File: src/rtl/spike_pkg.sv
// Shared types and defaults for the spike-rate decoder slice.
package spike_pkg;

  localparam int unsigned NCH        = 4;
  localparam int unsigned WINDOW_DEF = 15;
  localparam int unsigned CW_DEF     = 4;

  typedef enum logic {
    IDLE,
    COUNT
  } state_t;

endpackage

File: src/rtl/spike_rate_decoder_if.sv
// Result bus of the spike-rate decoder: four counts, saturation flags,
// valid/ready handshake and the sticky overrun flag.
interface spike_rate_decoder_if
  import spike_pkg::*;
#(
  parameter int unsigned CW = CW_DEF
);

  logic [CW-1:0]  cnt1;
  logic [CW-1:0]  cnt2;
  logic [CW-1:0]  cnt3;
  logic [CW-1:0]  cnt4;
  logic [NCH-1:0] sat;
  logic           out_valid;
  logic           out_ready;
  logic           overrun;

  modport master (
    output cnt1, cnt2, cnt3, cnt4, sat, out_valid, overrun,
    input  out_ready
  );

  modport slave (
    input  cnt1, cnt2, cnt3, cnt4, sat, out_valid, overrun,
    output out_ready
  );

endinterface

File: src/rtl/spike_acc_channel.sv
// One saturating spike accumulator plus its overflow bit. The outputs are
// the next values (stored value with this edge's spike applied), which the
// top latches directly at window close.
module spike_acc_channel
  import spike_pkg::*;
#(
  parameter int unsigned CW = CW_DEF
) (
  input  logic          clk,
  input  logic          rst_n,
  input  logic          clr,
  input  logic          inc,
  output logic [CW-1:0] acc,
  output logic          sat_bit
);

  logic [CW-1:0] acc_q;
  logic          sat_q;
  logic          full;

  // Saturating next value: an increment at full scale only raises the sat bit.
  always_comb begin
    full    = &acc_q;
    acc     = (inc && !full) ? acc_q + CW'(1) : acc_q;
    sat_bit = sat_q | (inc & full);
  end

  // Accumulator register; clr discards the window (en low or window close).
  always_ff @(posedge clk) begin
    if (!rst_n || clr) begin
      acc_q <= '0;
      sat_q <= 1'b0;
    end else begin
      acc_q <= acc;
      sat_q <= sat_bit;
    end
  end

endmodule

File: src/rtl/spike_rate_decoder.sv
// Four-channel spike-count decoder: counts spikes per channel over WINDOW
// enabled cycles and presents saturating counts over a valid/ready bus.
module spike_rate_decoder
  import spike_pkg::*;
#(
  parameter int unsigned WINDOW = WINDOW_DEF,
  parameter int unsigned CW     = CW_DEF
) (
  input  logic                 clk,
  input  logic                 rst_n,
  input  logic                 en,
  input  logic [NCH-1:0]       spikes,
  spike_rate_decoder_if.master bus
);

  localparam logic [7:0] LAST = 8'(WINDOW - 1);

  state_t         state;
  logic [7:0]     win_cnt;
  logic           close;
  logic           clr;
  logic [CW-1:0]  fin [NCH];
  logic [NCH-1:0] fin_sat;

  // Window closes on the enabled edge that carries sample WINDOW-1.
  always_comb begin
    close = en && (win_cnt == LAST);
    clr   = !en || close;
  end

  for (genvar i = 0; i < NCH; i++) begin : g_ch
    spike_acc_channel #(.CW(CW)) u_ch (
      .clk     (clk),
      .rst_n   (rst_n),
      .clr     (clr),
      .inc     (en & spikes[i]),
      .acc     (fin[i]),
      .sat_bit (fin_sat[i])
    );
  end

  // FSM, window counter, result registers, handshake and sticky overrun.
  always_ff @(posedge clk) begin
    if (!rst_n) begin
      state         <= IDLE;
      win_cnt       <= '0;
      bus.cnt1      <= '0;
      bus.cnt2      <= '0;
      bus.cnt3      <= '0;
      bus.cnt4      <= '0;
      bus.sat       <= '0;
      bus.out_valid <= 1'b0;
      bus.overrun   <= 1'b0;
    end else begin
      case (state)
        IDLE: begin
          if (en) begin
            state   <= COUNT;
            win_cnt <= close ? 8'd0 : 8'd1;
          end else begin
            win_cnt <= '0;
          end
        end
        COUNT: begin
          if (!en) begin
            state   <= IDLE;
            win_cnt <= '0;
          end else begin
            win_cnt <= close ? 8'd0 : win_cnt + 8'd1;
          end
        end
      endcase

      if (close && (!bus.out_valid || bus.out_ready)) begin
        bus.cnt1      <= fin[0];
        bus.cnt2      <= fin[1];
        bus.cnt3      <= fin[2];
        bus.cnt4      <= fin[3];
        bus.sat       <= fin_sat;
        bus.out_valid <= 1'b1;
      end else if (close) begin
        bus.overrun   <= 1'b1;
      end else if (bus.out_valid && bus.out_ready) begin
        bus.out_valid <= 1'b0;
      end
    end
  end

endmodule

File: src/flat_wrapper.sv
// flat-port wrapper written by rule: the top's interface ports become plain ports
module spike_rate_decoder_flat import spike_pkg::*;
#(
  parameter int unsigned WINDOW = WINDOW_DEF,
  parameter int unsigned CW     = CW_DEF
)
  (clk, rst_n, en, spikes, bus_cnt1, bus_cnt2, bus_cnt3, bus_cnt4, bus_sat, bus_out_valid, bus_overrun, bus_out_ready);
  spike_rate_decoder_if #(.CW(CW)) bus_i ();
  input  logic clk;
  input  logic rst_n;
  input  logic en;
  input  logic [NCH-1:0] spikes;
  output wire logic [$bits(bus_i.cnt1)-1:0] bus_cnt1;
  output wire logic [$bits(bus_i.cnt2)-1:0] bus_cnt2;
  output wire logic [$bits(bus_i.cnt3)-1:0] bus_cnt3;
  output wire logic [$bits(bus_i.cnt4)-1:0] bus_cnt4;
  output wire logic [$bits(bus_i.sat)-1:0] bus_sat;
  output wire logic [$bits(bus_i.out_valid)-1:0] bus_out_valid;
  output wire logic [$bits(bus_i.overrun)-1:0] bus_overrun;
  input wire logic [$bits(bus_i.out_ready)-1:0] bus_out_ready;
  assign bus_cnt1 = bus_i.cnt1;
  assign bus_cnt2 = bus_i.cnt2;
  assign bus_cnt3 = bus_i.cnt3;
  assign bus_cnt4 = bus_i.cnt4;
  assign bus_sat = bus_i.sat;
  assign bus_out_valid = bus_i.out_valid;
  assign bus_overrun = bus_i.overrun;
  assign bus_i.out_ready = bus_out_ready;
  spike_rate_decoder #(.WINDOW(WINDOW), .CW(CW)) u_core (.clk(clk), .rst_n(rst_n), .en(en), .spikes(spikes), .bus(bus_i));
endmodule
File: config.mk
export PLATFORM = sky130hd
export DESIGN_NAME = spike_rate_decoder_flat
export DESIGN_NICKNAME = d
export VERILOG_FILES = /design/src/rtl/spike_pkg.sv /design/src/rtl/spike_rate_decoder_if.sv /design/src/rtl/spike_acc_channel.sv /design/src/rtl/spike_rate_decoder.sv /design/src/flat_wrapper.sv
export SDC_FILE = /design/constraint.sdc
export NUM_CORES = 1
export LEC_CHECK = 0
export CAP_MARGIN = 20
export CORE_UTILIZATION = 55
export DETAILED_ROUTE_END_ITERATION = 6
export MAX_ROUTING_LAYER = met4
export PLACE_DENSITY = 0.87
export SYNTH_ARGS = -nofsm -noshare
export SYNTH_HDL_FRONTEND = slang
export SYNTH_SLANG_ARGS = --single-unit
File: constraint.sdc
create_clock -name clk -period 2.71 [get_ports clk]
set_input_delay 0.271 -clock clk [delete_from_list [all_inputs] [get_ports clk]]
set_output_delay 0.271 -clock clk [all_outputs]
set_load 0.01 [all_outputs]
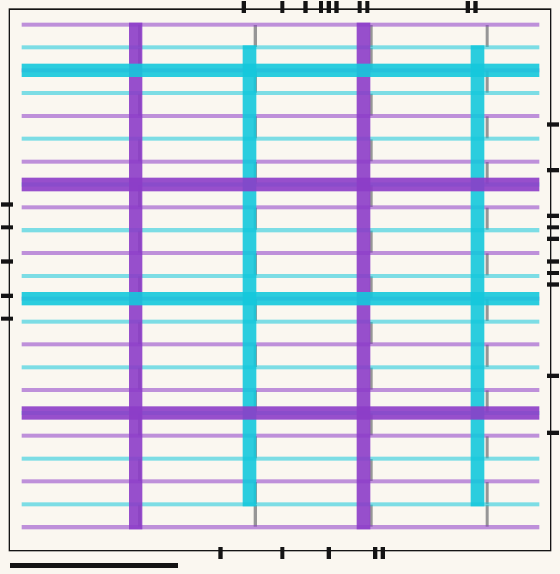
*Floorplan with the power grid, run 1*
Scale bar: 20 um. Pins as bars on the die edge. Tap cells in gray.
Cyan marks VDD. Purple marks VSS.
23 met1 rails follow the rows. 30 signal pins sit on the boundary.

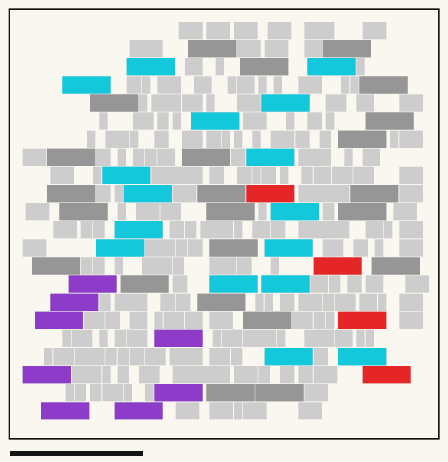
*Where the registers sit, run 1*
Scale bar: 20 um. Other sequential cells in the stronger gray, the rest of the logic in the fainter gray.
Purple marks u_core.win_cnt, placed flops 8, where south-west. Red marks u_core.bus.cnt4, placed flops 4. Cyan marks u_core.g_ch.u_ch.acc_q, placed flops 16.
Another 23 sequential cells are not colored.

==> run summary, run 1 <==
CP startpoint = u_core.win_cnt[1]$_SDFF_PP0_
floorplan net count = 228
WL met1 = 1777 um
CTS tree = yes
Crit Path Max Fanout = 20
Final Hold Viols = 0
run status = complete, no violations
Port Buffers = 29
delay-heaviest family, CP = simple AND/OR/NAND/NOR gates
Synth Area in Compound Gates = 0.1506
detailed placement HPWL = 2725 um
final core utilization = 0.6808
Log Warnings = 27
cell area after synthesis = 2135 um^2
met1 Use GR = 0.2561
M3 GR Usage = 0.06071
pre-CTS WS = 674.8 ps
# Cells Yosys = 214
fa+ha+maj area frac = 0.03517
cts hold-fix bufs = 0
dpl cell area = 2430 um^2
top cells by count, synth = dfxtp_1 (51), nor2_1 (38), nand3_1 (15), a211oi_1 (10)
class of the worst hold path = register to register
hold path depth = 1
CP Capture Type = register
core area = 3689 um^2
final setup violation count = 0
buffers and inverters on the worst path = 0
Net Sw Frac = 0.2166
Die Ht = 64.30 um
static leakage = 0.9317 nW
CTS max path bufs = 2
I/O pins = 30
Syn. warnings = 0
Worst EP arrival = 2120 ps
Commonest Layout Cell = dfxtp_1
DR vias/cell = 5.362
CP required = 2920 ps
cells on worst reg2reg path = 5
WL final = 3848 um
GP Congestion = 0.8432
detailed-route via count = 1571
largest net degree at the start of global routing = 22
Registers, synthesis = 51
Top Registers = u_core.g_ch.u_ch.acc_q x16, u_core.win_cnt x8
slew margin rel. = 0.5705
fillers = 313
Final Instance Count excl. Fillers = 293
NetSw = 0.2638 mW
Internal = 0.9538 mW
worst-path cell chain = ha_1 > nor4b_4 > and4_1 > nor2_1 > a211oi_1
post-CTS sizing = 0
cell area power density = 484.8 nW/um^2
xor-xnor portion of the synthesized cell area = 0.04103
crit path time final = 1912 ps
initial DRC count = 95
Sink Count = 51
Comb power frac = 0.039
first-pass GRT wire length = 6789 um
Synth top area share = 0.4783
Placed Cells = 285
GRT Residual Overflow = 0
final instance area = 2511 um^2
f_max = 0.5230 GHz
Post-synth EDFFs = 0
Top Layout Cells = dfxtp_1 (51), nor2_1 (38), clkdlybuf4s50_1 (29)
initial antenna violation count = 0
setup TNS = 0 ps
syn_area_per_cell = 9.975 um^2
Final WS setup = 798.1 ps
Crit path depth = 5
TritonRoute pass-1 iters = 4
H-tree levels = 2
CP Class = register to register
MUX share of area = 0.04748
CP peak stage delay = 650 ps
min-delay src = u_core.state$_SDFF_PN0_
ant diodes = 0
hold_ws = 475.6 ps
ys async rst share = 0
and+or+nand+nor area frac = 0.2110
CP endpoint = u_core.bus.sat[2]$_SDFFE_PN0P_
Residual DRC = 0
met2 WL = 1870 um
Tot GR Track Use = 0.2227
NumNets Final = 258
Commonest flop = dfxtp_1
post-synthesis sequential area ratio = 0.4783
crit start category = register
final max-slew violation count = 0
cell type with the largest total area = dfxtp_1
crit share post-route = 0.7055
Yosys chip area = 2135 um^2
Sequential Power Share = 0.622
routed len/inst = 13.13 um
Syn Inst Count = 214
setup slack, reg-to-reg = 800 ps
met2 Use GR = 0.3592
CTS root buffer = clkbuf_8
worst vdd ir = 0.0003689 V
total design power = 1.218 mW
maxcap violations = 0
layout cell share with drive strength beyond 1 = 0.08163
Worst-path clk slew = 90 ps
comb area leader = simple AND/OR/NAND/NOR gates
RSZ-0062 raised after global routing = no
Setup Buffers After CTS = 0
top-count cell post-synth = dfxtp_1
FP Core Util = 0.5787
slew of the pin with the lowest slew margin = 644.3 ps
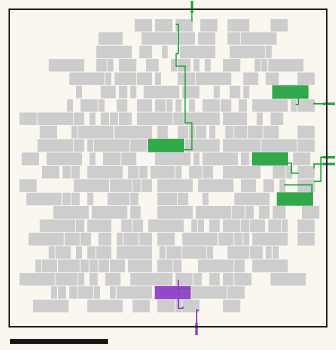
*Nets reached from selected ports, run 1*
Scale bar: 20 um.
Purple marks bus_overrun, direction output, edge south, end cells 1, buffers 1, wire 12.7 um. Green marks bus_sat, direction output, edge 3 east, 1 north, end cells 4, buffers 4, wire 61.5 um.

-- run 1: final cells by class --
| cell class | count | area [um^2] | share of cell area |
|---|---|---|---|
| clock buffers | 7 | 76.32 | 0.03039 |
| clock inverters | 1 | 5.005 | 0.001993 |
| multi-input cells | 153 | 1036 | 0.4126 |
| repair buffers | 31 | 305.3 | 0.1216 |
| well taps | 48 | 60.06 | 0.02392 |
| flip-flops and latches | 51 | 1021 | 0.4066 |
| inverters | 2 | 7.507 | 0.002990 |
-- run 1: power by group through the flow --
stage | Combinational, mW | Clock (mW) | Sequential, mW
after detailed placement | 0.0472 | 0 | 0.775
final | 0.0472 | 0.413 | 0.757
after floorplan | 0.0302 | 0 | 0.774
after global placement | 0.0462 | 0 | 0.775
after CTS | 0.0474 | 0.428 | 0.757
after global routing | 0.0519 | 0.458 | 0.759
### Placed standard cells, run 1

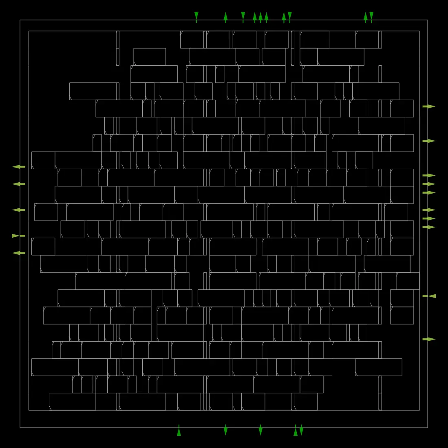

==> run 2: changes to the inputs <==
Settings changed: CORE_UTILIZATION 55 to 48, PLACE_DENSITY 0.87 to 0.81.
Clock period 2.71 ns to 1.6 ns, I/O delays scaled along.
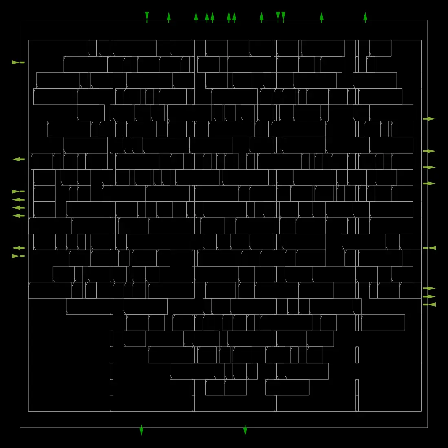
*Placed standard cells, run 2*
core area: 4144 um^2
final core utilization: 0.6498

==> run summary, run 2 <==
static leakage = 1.023 nW (was 0.9317 nW)
multi-input combinational area share = 0.3913 (was 0.4126)
GRT Residual Overflow = 0 (unchanged)
top cells by count, synth = dfxtp_1 (51), nor2_1 (38), nand3_1 (15), a211oi_1 (10) (unchanged)
Syn. warnings = 0 (unchanged)
CP required = 1790 ps (was 2920 ps)
CP startpoint = u_core.win_cnt[0]$_SDFF_PN0_ (was u_core.win_cnt[1]$_SDFF_PP0_)
Final Instance Count excl. Fillers = 305 (was 293)
met2 Use GR = 0.3002 (was 0.3592)
H-tree levels = 2 (unchanged)
f_max = 0.6317 GHz (was 0.5230 GHz)
I/O pins = 30 (unchanged)
dpl cell area = 2517 um^2 (was 2430 um^2)
DR vias/cell = 5.420 (was 5.362)
final instance area = 2693 um^2 (was 2511 um^2)
cell type with the largest total area = dfxtp_1 (unchanged)
crit start category = register (unchanged)
detailed-route via count = 1653 (was 1571)
Commonest Layout Cell = dfxtp_1 (unchanged)
cell area after synthesis = 2135 um^2 (unchanged)
CTS max path bufs = 2 (unchanged)
CP Class = register to register (unchanged)
Die Ht = 68.69 um (was 64.30 um)
Worst-path clk slew = 90 ps (about the same)
detailed placement HPWL = 2806 um (was 2725 um)
FP Core Util = 0.5151 (was 0.5787)
fillers = 335 (was 313)
class of the worst hold path = register to register (unchanged)
Log Warnings = 28 (was 27)
cts hold-fix bufs = 0 (unchanged)
CTS root buffer = clkbuf_8 (unchanged)
Sink Count = 51 (unchanged)
crit share post-route = 0.9894 (was 0.7055)
NumNets Final = 268 (was 258)
post-synthesis sequential area ratio = 0.4783 (unchanged)
first-pass GRT wire length = 6624 um (was 6789 um)
setup TNS = 0 ps (unchanged)
Clock Buffer Count = 6 (was 7)
Placed Cells = 295 (was 285)
and+or+nand+nor area frac = 0.2110 (unchanged)
slew margin rel. = 0.7701 (was 0.5705)
initial DRC count = 48 (was 95)
Internal = 1.825 mW (was 0.9538 mW)
floorplan net count = 228 (unchanged)
cells on worst reg2reg path = 5 (unchanged)
hold_ws = 457.4 ps (was 475.6 ps)
WL met1 = 2016 um (was 1777 um)
M3 GR Usage = 0.06414 (was 0.06071)
largest net degree at the start of global routing = 21 (was 22)
Comb power frac = 0.041 (was 0.039)
initial antenna violation count = 0 (unchanged)
Post-synth EDFFs = 0 (unchanged)
# Cells Yosys = 214 (unchanged)
Biggest Area Class = logic gates (unchanged)
Sequential Power Share = 0.557 (was 0.622)
fraction of area in registers = 0.3792 (was 0.4066)
Synth top area share = 0.4783 (unchanged)
NetSw = 0.4780 mW (was 0.2638 mW)
MUX share of area = 0.04748 (unchanged)
tap cells = 50 (was 48)
Residual DRC = 0 (unchanged)
GP Congestion = 0.8592 (was 0.8432)
Tot GR Track Use = 0.1994 (was 0.2227)
number of non-clock buffers = 41 (was 31)
total design power = 2.303 mW (was 1.218 mW)
met2 WL = 1970 um (was 1870 um)
Yosys chip area = 2135 um^2 (unchanged)
Syn Inst Count = 214 (unchanged)
Top Registers = u_core.g_ch.u_ch.acc_q x16, u_core.win_cnt x8 (unchanged)
xor-xnor portion of the synthesized cell area = 0.04103 (unchanged)
RSZ-0062 raised after global routing = yes (was no)
register area = 1021 um^2 (unchanged)
Top Layout Cells = dfxtp_1 (51), nor2_1 (38), clkdlybuf4s50_1 (29) (unchanged)
Crit Path Max Fanout = 7 (was 20)
ant diodes = 0 (unchanged)
final max-slew violation count = 0 (unchanged)
top-count cell post-synth = dfxtp_1 (unchanged)
ys async rst share = 0 (unchanged)
layout cell share with drive strength beyond 1 = 0.1373 (was 0.08163)
setup slack, reg-to-reg = 20 ps (was 800 ps)
maxcap violations = 0 (unchanged)
TritonRoute pass-1 iters = 4 (unchanged)
Registers, synthesis = 51 (unchanged)
CP endpoint = u_core.win_cnt[3]$_SDFF_PP0_ (was u_core.bus.sat[2]$_SDFFE_PN0P_)
Seq Cell Count = 51 (unchanged)
pre-CTS WS = -137.0 ps (was 674.8 ps)
Synth Area in Compound Gates = 0.1506 (unchanged)
run status = complete, no violations (unchanged)
met1 Use GR = 0.2475 (was 0.2561)
Commonest flop = dfxtp_1 (unchanged)
Logic cell area = 1054 um^2 (was 1036 um^2)
worst vdd ir = 0.0008903 V (was 0.0003689 V)
cell area power density = 855.2 nW/um^2 (was 484.8 nW/um^2)
non-clk buf share = 0.1599 (was 0.1216)
hold path depth = 1 (unchanged)
CTS tree = yes (unchanged)
syn_area_per_cell = 9.975 um^2 (unchanged)
fa+ha+maj area frac = 0.03517 (unchanged)
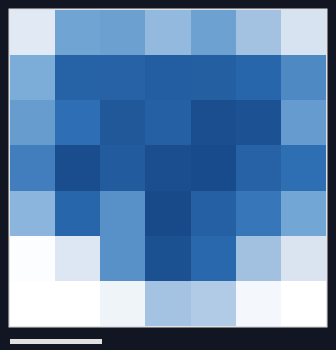
*Cell area per tile, run 2*
Scale bar: 20 um. The die is cut into 7 by 7 equal tiles; white is low, dark blue is high, 0 to 100% covered.
39% of the tiles are over 75% full. The densest ninth of the die: center. The emptiest ninth of the die: south-west.

-- run 2: cell counts after synthesis --
Identical to the previous run, type by type.
-- run 2: power groups by stage --
| stage | Sequential (mW) | Combinational (mW) | Clock [mW] |
|---|---|---|---|
| detailed placement | 1.31 | 0.0928 | 0 |
| CTS | 1.28 | 0.0934 | 0.943 |
| floorplan | 1.31 | 0.0511 | 0 |
| finish | 1.28 | 0.0950 | 0.926 |
| global route | 1.28 | 0.105 | 0.993 |
| global placement | 1.31 | 0.0917 | 0 |
-- run 2: what timing repair did --
item | in CTS | in global routing
setup endpoints to repair | 0 | 39
setup buffers | 0 | 1
resized | 0 | 7
-- run 2: worst max-delay path: stages (launching register included) --
cell and delay, ps:
dfxtp_1 320, inv_1 60, ha_1 160, or4b_4 490
o211ai_2 350, nor2_1 90
### Where the registers sit, run 2

Scale bar: 20 um. Other sequential cells in the stronger gray, the rest of the logic in the fainter gray.
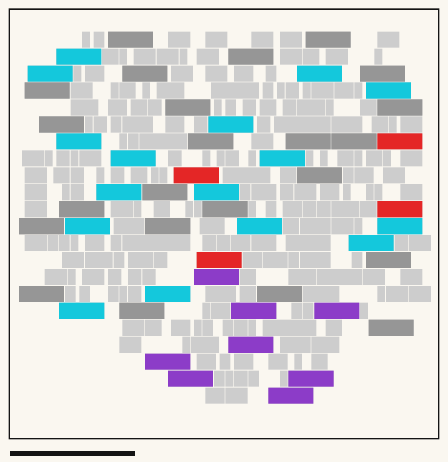

==> run 3: changes to the inputs <==
Settings changed: CTS_CLUSTER_SIZE set to 20, SETUP_SLACK_MARGIN set to 0.02.
Clock period 1.6 ns to 1.42 ns, I/O delays scaled along.
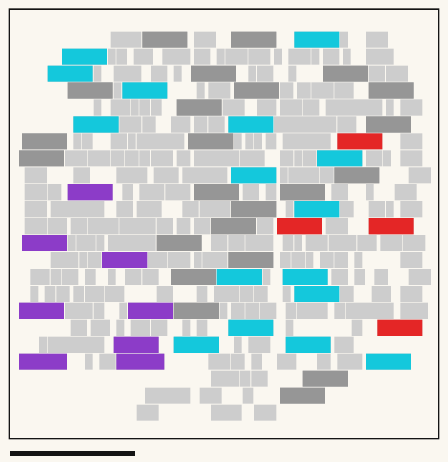
*Where the registers sit, run 3*
Scale bar: 20 um. Other sequential cells in the stronger gray, the rest of the logic in the fainter gray.
Purple marks u_core.win_cnt, placed flops 8. Cyan marks u_core.g_ch.u_ch.acc_q, placed flops 16. Red marks u_core.bus.cnt4, placed flops 4, where east.

==> run summary, run 3 <==
run status = finished, violations left (was complete, no violations)
violated checks = setup timing
final max-slew violation count = 0 (unchanged)
Tot GR Track Use = 0.2099 (was 0.1994)
crit path time final = 1549 ps (was 1583 ps)
Top Layout Cells = dfxtp_1 (49), nor2_1 (35), clkdlybuf4s50_1 (27) (was dfxtp_1 (51), nor2_1 (38), clkdlybuf4s50_1 (29))
number of global-route vias before repair = 1529 (was 1476)
NumNets Final = 281 (was 268)
r2r endpoint = u_core.g_ch[0].u_ch.sat_q$_SDFF_PP0_ (was u_core.win_cnt[3]$_SDFF_PP0_)
met2 Use GR = 0.3456 (was 0.3002)
CP endpoint = u_core.g_ch[0].u_ch.sat_q$_SDFF_PP0_ (was u_core.win_cnt[3]$_SDFF_PP0_)
Worst-path clk slew = 90 ps (about the same)
Detail Route met3 WL = 204 um (was 154 um)
Crit path depth = 6 (was 5)
# Cells Yosys = 214 (unchanged)
setup TNS = -3681 ps (was 0 ps)
initial DRC count = 97 (was 48)
syn_area_per_cell = 9.975 um^2 (unchanged)
delay-heaviest family, CP = simple AND/OR/NAND/NOR gates (unchanged)
top cells by count, synth = dfxtp_1 (51), nor2_1 (38), nand3_1 (15), a211oi_1 (10) (unchanged)
cell area after synthesis = 2135 um^2 (unchanged)
detailed placement HPWL = 3060 um (was 2806 um)
slew of the pin with the lowest slew margin = 654.7 ps (was 343.7 ps)
fa+ha+maj area frac = 0.03517 (unchanged)
post-CTS sizing = 9 (was 0)
top cells, area = dfxtp_1 (48%), nor2_1 (6.7%), mux2i_1 (4.2%), xor2_1 (3.7%), a211oi_1 (3.5%) (unchanged)
GRT Residual Overflow = 0 (unchanged)
die width = 68.69 um (unchanged)
detailed-route via count = 1735 (was 1653)
Yosys chip area = 2135 um^2 (unchanged)
I/O pins = 30 (unchanged)
setup slack, reg-to-reg = -130 ps (was 20 ps)
maxcap violations = 0 (unchanged)
Registers, synthesis = 51 (unchanged)
slowest CP cell = or4b_4 (unchanged)
WL final = 4677 um (was 4222 um)
routed len/inst = 14.71 um (was 13.84 um)
Commonest Layout Cell = dfxtp_1 (unchanged)
slew margin rel. = 0.5630 (was 0.7701)
Syn. warnings = 0 (unchanged)
MUX share of area = 0.04748 (unchanged)
hold path depth = 2 (was 1)
Yosys cell types = 39 (unchanged)
CTS tree = yes (unchanged)
Log Warnings = 30 (was 28)
Routed Antenna Nets = 0 (unchanged)
GP Congestion = 0.7997 (was 0.8592)
f_max = 0.6457 GHz (was 0.6317 GHz)
Final WS setup = -128.6 ps (was 16.93 ps)
max FFs per register = 16 (unchanged)
WL met1 = 2112 um (was 2016 um)
crit start category = register (unchanged)
Final Hold Viols = 0 (unchanged)
final setup violation count = 48 (was 0)
TritonRoute pass-1 iters = 4 (unchanged)
hold_ws = 474.5 ps (was 457.4 ps)
CP required = 1620 ps (was 1790 ps)
chip area = 4718 um^2 (unchanged)
Die Ht = 68.69 um (unchanged)
CTS max path bufs = 2 (unchanged)
RSZ-0062 raised after global routing = yes (unchanged)
comb area leader = simple AND/OR/NAND/NOR gates (unchanged)
total design power = 2.391 mW (was 2.303 mW)
grt peak-use layer = met2 (unchanged)
reg2reg start = u_core.win_cnt[0]$_SDFF_PN0_ (unchanged)
Syn Inst Count = 214 (unchanged)
pre-CTS WS = -215.8 ps (was -137.0 ps)
most flop-heavy register = u_core.g_ch.u_ch.acc_q (unchanged)
total CTS buffers = 5 (unchanged)
Sink Count = 51 (unchanged)
cell area power density = 835.8 nW/um^2 (was 855.2 nW/um^2)
class of the worst hold path = register to register (unchanged)
worst vdd ir = 0.0006311 V (was 0.0008903 V)
CP peak stage delay = 490 ps (about the same)
floorplan net count = 228 (unchanged)
met2 WL = 2288 um (was 1970 um)
Synth Area in Compound Gates = 0.1506 (unchanged)
cell type with the largest total area = dfxtp_1 (unchanged)
Commonest flop = dfxtp_1 (unchanged)
CP Capture Type = register (unchanged)
Top Layer Used = met4 (unchanged)
static leakage = 1.127 nW (was 1.023 nW)
Crit Path Max Fanout = 6 (was 7)
FP Core Util = 0.5151 (unchanged)
xor-xnor portion of the synthesized cell area = 0.04103 (unchanged)
post-synthesis sequential area ratio = 0.4783 (unchanged)
CP startpoint = u_core.win_cnt[0]$_SDFF_PN0_ (unchanged)
register area = 1023 um^2 (was 1021 um^2)
Logic cell area = 1112 um^2 (was 1054 um^2)
Synth top area share = 0.4783 (unchanged)
layout overhead on the synthesized area = 34.00% (was 26.14%)
core area = 4144 um^2 (unchanged)
Top Registers = u_core.g_ch.u_ch.acc_q x16, u_core.win_cnt x8 (unchanged)
M3 GR Usage = 0.03947 (was 0.06414)
and+or+nand+nor area frac = 0.2110 (unchanged)
H-tree levels = 2 (unchanged)
CP Class = register to register (unchanged)
clock latency on the worst-skew pair = 310 ps (about the same)
top-count cell post-synth = dfxtp_1 (unchanged)
DR vias/cell = 5.456 (was 5.420)
Port Buffers = 29 (unchanged)
Setup Buffers After CTS = 2 (was 0)
crit share post-route = 1.091 (was 0.9894)
buffers and inverters on the worst path = 2 (was 1)
cells on worst reg2reg path = 6 (was 5)
Worst EP arrival = 1750 ps (was 1770 ps)
largest net degree at the start of global routing = 17 (was 21)
Max Clock Skew = 8.155 ps (was 9.156 ps)
ant diodes = 0 (unchanged)
Residual DRC = 0 (unchanged)
cts hold-fix bufs = 0 (unchanged)
worst-path cell chain = inv_2 > ha_4 > or4b_4 > o21ai_4 > buf_6 > nor2_1 (was inv_1 > ha_1 > or4b_4 > o211ai_2 > nor2_1)
layout cell share with drive strength beyond 1 = 0.2164 (was 0.1373)
hold endpoint = u_core.g_ch[2].u_ch.sat_q$_SDFF_PP0_ (was u_core.win_cnt[0]$_SDFF_PN0_)
min-delay src = u_core.g_ch[2].u_ch.sat_q$_SDFF_PP0_ (was u_core.state$_SDFF_PN0_)
CTS root buffer = clkbuf_8 (unchanged)
met1 Use GR = 0.2540 (was 0.2475)
ys async rst share = 0 (unchanged)
initial antenna violation count = 0 (unchanged)
first-pass GRT wire length = 6975 um (was 6624 um)
Post-synth EDFFs = 0 (unchanged)
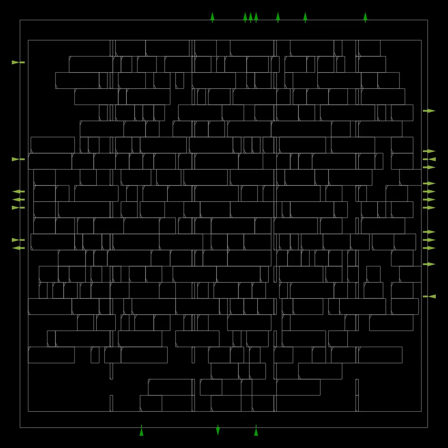
*Placed standard cells, run 3*
Final Instance Count excl. Fillers: 318
tap cells: 50
Seq Cell Count: 51
Site Rows: 23
fillers: 333

[run 3: cell counts after synthesis]
Identical to the previous run, type by type.
[run 3: layout make-up]
cell class	instances	area share
Clock buffer	6	0.02537
Clock inverter	2	0.004374
Inverter	2	0.002625
Multi-Input combinational cell	153	0.3889
Sequential cell	51	0.3578
Tap cell	50	0.02187
Timing Repair Buffer	54	0.1990
[run 3: power by group]
group	switching (mW)	total, mW	leakage [nW]	internal [mW]
Combinational	0.0677	0.125	0.674	0.0578
Clock	0.474	0.819	0.0412	0.345
Sequential	0.00847	1.45	0.412	1.44
[run 3: per-stage QoR]
stage	instance area, um^2	std cells	utilization
3_3_place_gp	2616	304	0.6313
2_1_floorplan	2166	214	-
5_1_grt	2860	318	0.6902
4_1_cts	2778	315	0.6703
6_report	2860	318	0.6902
3_5_place_dp	2616	304	0.6313
Power is estimated from default activity; no workload was simulated.
